File: src/rtl/pad_oe_ssn_sched_if.sv
// Core-side OE request and pad-side OE result bundle for the SSN scheduler.
// Latency/backpressure: wires only; no flow control, oe_req is sampled every cycle.
interface pad_oe_ssn_sched_if #(
    parameter int NPAD = 64
);
    localparam int CW = $clog2(NPAD + 1);

    logic            en;
    logic            force_off;
    logic [NPAD-1:0] oe_req;
    logic [NPAD-1:0] oe_pad;
    logic            busy;
    logic [CW-1:0]   pend_cnt;

    modport master (
        output en,
        output force_off,
        output oe_req,
        input  oe_pad,
        input  busy,
        input  pend_cnt
    );

    modport slave (
        input  en,
        input  force_off,
        input  oe_req,
        output oe_pad,
        output busy,
        output pend_cnt
    );
endinterface

File: src/rtl/pad_oe_ssn_sched.sv
// Applies core OE changes to the pads in batches of at most MAX_SW toggles, GAP idle cycles apart.
// Latency: 1 cycle to the first batch from IDLE; backpressure: none, pending changes live in oe_req^oe_pad.
module pad_oe_ssn_sched #(
    parameter int NPAD   = 64,
    parameter int MAX_SW = 8,
    parameter int GAP    = 4
) (
    input  logic              clk,
    input  logic              rst_n,
    pad_oe_ssn_sched_if.slave bus
);
    localparam int CW = $clog2(NPAD + 1);
    localparam int GW = (GAP > 0) ? $clog2(GAP + 1) : 1;

    localparam logic [0:0]    ST_IDLE = 1'b0;
    localparam logic [0:0]    ST_GAP  = 1'b1;
    localparam logic [GW-1:0] GAP_LD  = GW'(GAP);

    logic [0:0]      state;
    logic [GW-1:0]   cnt;
    logic [NPAD-1:0] oe_pad_q;
    logic [NPAD-1:0] diff;
    logic [NPAD-1:0] batch;
    logic [CW-1:0]   pend;

    assign diff = bus.oe_req ^ oe_pad_q;

    // One scan gives both the popcount and the lowest-index MAX_SW bits of diff.
    always_comb begin
        batch = '0;
        pend  = '0;
        for (int i = 0; i < NPAD; i++) begin
            if (diff[i]) begin
                if (int'(pend) < MAX_SW) begin
                    batch[i] = 1'b1;
                end
                pend = pend + CW'(1);
            end
        end
    end

    assign bus.oe_pad   = oe_pad_q;
    assign bus.pend_cnt = pend;
    assign bus.busy     = (|diff) | (state == ST_GAP);

    always_ff @(posedge clk) begin
        if (!rst_n) begin
            oe_pad_q <= '0;
            cnt      <= '0;
            state    <= ST_IDLE;
        end else if (bus.force_off) begin
            oe_pad_q <= '0;
            cnt      <= '0;
            state    <= ST_IDLE;
        end else if (!bus.en) begin
            oe_pad_q <= bus.oe_req;
            cnt      <= '0;
            state    <= ST_IDLE;
        end else begin
            case (state)
                ST_IDLE: begin
                    if (|diff) begin
                        oe_pad_q <= oe_pad_q ^ batch;
                        if (GAP != 0) begin
                            cnt   <= GAP_LD;
                            state <= ST_GAP;
                        end
                    end
                end
                default: begin
                    // Leaving on the edge that reaches zero puts the next batch GAP+1 edges after the last.
                    if (cnt != '0) begin
                        cnt <= cnt - GW'(1);
                    end
                    if (cnt <= GW'(1)) begin
                        state <= ST_IDLE;
                    end
                end
            endcase
        end
    end
endmodule
File: src/flat_wrapper.sv
// flat-port wrapper written by rule: the top's interface ports become plain ports
module pad_oe_ssn_sched_flat 
#(
    parameter int NPAD   = 64,
    parameter int MAX_SW = 8,
    parameter int GAP    = 4
)
  (clk, rst_n, bus_en, bus_force_off, bus_oe_req, bus_oe_pad, bus_busy, bus_pend_cnt);
  pad_oe_ssn_sched_if #(.NPAD(NPAD)) bus_i ();
  input  logic clk;
  input  logic rst_n;
  input wire logic [$bits(bus_i.en)-1:0] bus_en;
  input wire logic [$bits(bus_i.force_off)-1:0] bus_force_off;
  input wire logic [$bits(bus_i.oe_req)-1:0] bus_oe_req;
  output wire logic [$bits(bus_i.oe_pad)-1:0] bus_oe_pad;
  output wire logic [$bits(bus_i.busy)-1:0] bus_busy;
  output wire logic [$bits(bus_i.pend_cnt)-1:0] bus_pend_cnt;
  assign bus_i.en = bus_en;
  assign bus_i.force_off = bus_force_off;
  assign bus_i.oe_req = bus_oe_req;
  assign bus_oe_pad = bus_i.oe_pad;
  assign bus_busy = bus_i.busy;
  assign bus_pend_cnt = bus_i.pend_cnt;
  pad_oe_ssn_sched #(.NPAD(NPAD), .MAX_SW(MAX_SW), .GAP(GAP)) u_core (.clk(clk), .rst_n(rst_n), .bus(bus_i));
endmodule
File: config.mk
export PLATFORM = sky130hd
export DESIGN_NAME = pad_oe_ssn_sched_flat
export DESIGN_NICKNAME = d
export VERILOG_FILES = /design/src/rtl/pad_oe_ssn_sched_if.sv /design/src/rtl/pad_oe_ssn_sched.sv /design/src/flat_wrapper.sv
export SDC_FILE = /design/constraint.sdc
export NUM_CORES = 1
export LEC_CHECK = 0
export CORE_MARGIN = 3
export CORE_UTILIZATION = 56
export DETAILED_ROUTE_END_ITERATION = 12
export PLACE_DENSITY = 0.84
export SYNTH_ARGS = -nofsm -noshare
export SYNTH_HDL_FRONTEND = slang
export SYNTH_SLANG_ARGS = --single-unit
export TNS_END_PERCENT = 10
File: constraint.sdc
create_clock -name clk -period 53.2 [get_ports clk]
set_input_delay 10.64 -clock clk [delete_from_list [all_inputs] [get_ports clk]]
set_output_delay 10.64 -clock clk [all_outputs]
set_load 0.005 [all_outputs]
**Cells by drive strength**

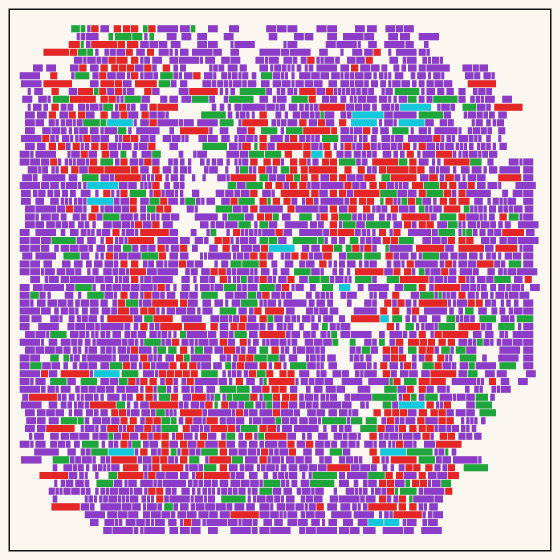
[cyan] x6 and larger | cells: 17
[red] x3 and x4 | cells: 500
[purple] x1 and smaller | cells: 2197
[green] x2 | cells: 242
fin worst setup slack: -1.74 ns
area growth from synthesis to final layout: 35.0%
Design Area, Final: 24900 um^2

**Routed metal, one colour a layer**

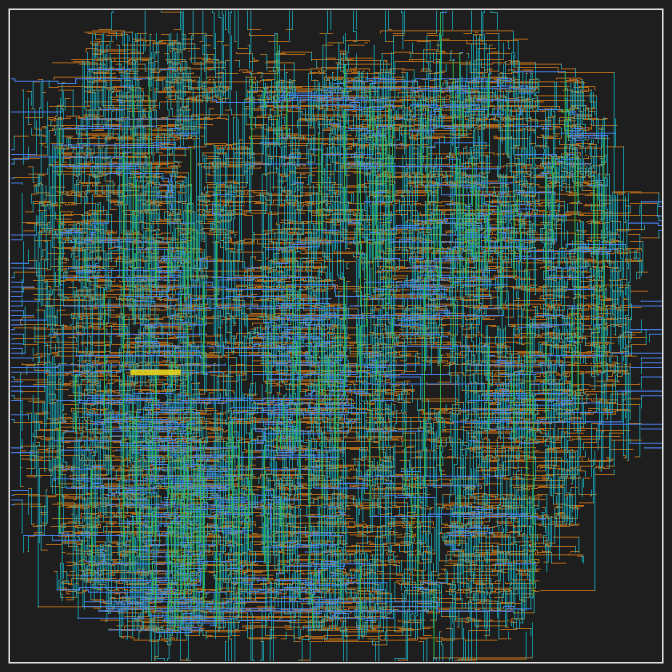
[orange] M1 | wire length: 25.3 mm
[blue] M3 | wire length: 6760 um
[green] M4 | wire length: 4290 um
[yellow] M5 | wire length: 12.9 um
[cyan] M2 | wire length: 32.6 mm

==> run notes <==
The full implementation flow was run.

The flow ran to the end, but the final reports show violations. The checks that failed: setup timing. OpenSTA lists the critical path startpoint as bus_oe_req[1].

The distinct cell type count after synthesis stands at around 110. The DRC violation total left in the routed layout is recorded as 0. The data required time reported for the critical path is between 40 and 50 ns. The worst setup path is of the in -> out kind.

The weighted congestion at the end of routability-driven global placement stands at 0.965. The post-synthesis sequential area ratio stands at 7.39%. The fraction of met1 tracks used by global routing stands at roughly two fifths. The synthesis report lists the Yosys warning total as 0.

For this run, global-route usage on met2 was measured as about three fifths. STA classifies the critical path endpoint as a primary output. The share of the core filled with cells in the final layout stands at approximately 80%. The OpenROAD warning count stands at 30. The pin count of the biggest net entering global routing stands at about 40.

The clock transition at the register clock pins on the worst setup and hold paths after CTS stands at around 0.06 ns. The async set-reset flop share out of synthesis stands at 0%.

The violation count after the first detailed-routing iteration stands at between 2000 and 3000. The number of maximum-capacitance violations recorded for the run is 0. The cell count listed in synth_stat.txt stands at around 2500.

The area share of the leading cell type in the synthesized netlist stands at 14.1%. The cell type that accounts for the most area after synthesis is xnor2_1. The wire length on met3 stands at just under 7000 um. For this run, the script counts the antenna cells in the layout as 0. The number of iterations in the first detailed-routing pass stands at 7. The number of setup violations in the final report stands at 6. For this run, the post-layout net count is 3083. In the final report, the number of hold violations comes to 0. The number of clock sinks stands at about 68.

The routed length on met2 stands at roughly 33000 um. By instance count, the cell type seen most on the critical path is buf_4. The post-layout instance count excluding filler cells stands at approximately 3400. STA classifies the critical path startpoint as a primary input. The placed instances occupy a cell area of roughly 22000 um^2. The post-synthesis sequential element count stands at between 60 and 70. Per the OpenROAD floorplan log, the height of the die is between 150 and 200 um. Nets still carrying antenna violations after routing amount to 0.

After layout, the worst setup slack is -1.74 ns. The final total negative setup slack stands at -9.52 ns. The slew at the pin closest to its max-slew limit stands at 1.36 ns. The synthesized netlist has a Yosys-reported chip area of 18400 um^2. The relative slew slack stands at under 10%. The period utilization stands at 103%. Note, the detailed placer reported a final HPWL of between 40000 and 50000 um. The critical path ends at bus_pend_cnt[3]. The clock H-tree reported by CTS has 3 levels.

The maximum single-stage delay on the critical path stands at roughly 0.37 ns. The number of buffers created by CTS stands at 9. The routed layout has approximately 22000 vias.
**Cell classes on the final placement**

Fill, decap, tap and diode cells in grey.
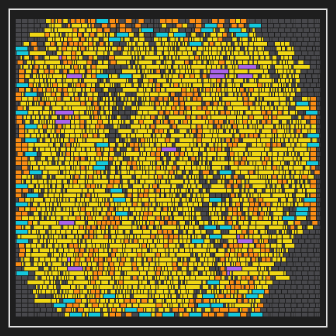
[purple] clock drivers and dummy loads | cells: 16
[yellow] remaining logic cells | cells: 2334
[cyan] registers | cells: 68
[orange] remaining buffers and delay cells | cells: 538

**Wires at chosen ports, followed through buffers**

Bar = 50 um.
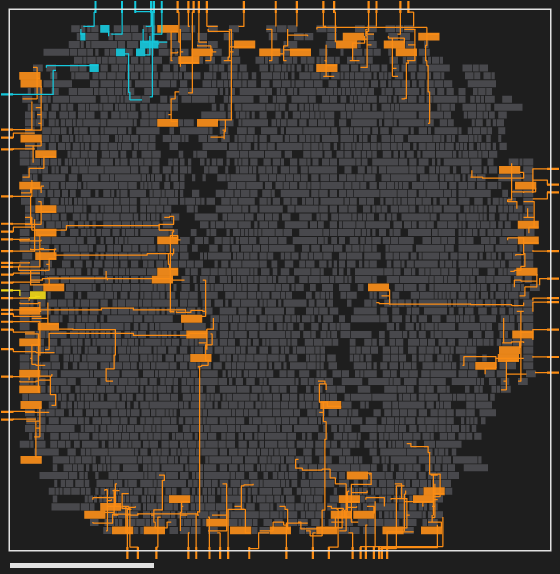
[orange] `bus_oe_pad` | bits: 64 | direction: output | end cells: 64 | buffers: 64 | wire: 2900 um
[cyan] `bus_pend_cnt` | bits: 7 | direction: output | end cells: 7 | buffers: 7 | wire: 176 um
[yellow] `rst_n` | bits: 1 | direction: input | end cells: 2 | buffers: 1 | wire: 9.20 um
I/O pin total: 140
tally of buffers added on design ports: 139

cell families (layout without fill, tap and decap cells):
group                    after synthesis  count (layout)  synth area share, %
AND-OR/OR-AND                        543             543                 20.0
flip-flops                            68              68                 7.39
XOR/XNOR                             560             560                 33.5
buffers and inverters                109             605                 2.40
multiplexers                          98              98                 5.60
adder cells (fa/ha/maj)               70              70                 4.67
AND/OR/NAND/NOR                     1012            1012                 26.4
layout make-up:
class,instances,area (um^2)
sequential,68,1360
tap,435,544
timing repair buffer,538,4370
clock buffer,11,233
inverter,51,199
clock inverter,5,100
multi-input combinational,2283,18100
fill,2012,7080
critical path: cells and delay by family:
kind,cells,cell delay (ns)
and+or+nand+nor,45,5.47
muxes,4,0.95
AOI/OAI and AO/OA,55,9.78
adders and majority gates,30,8.38
xor gates and xnor gates,25,4.42
buffers and inverters,38,4.63
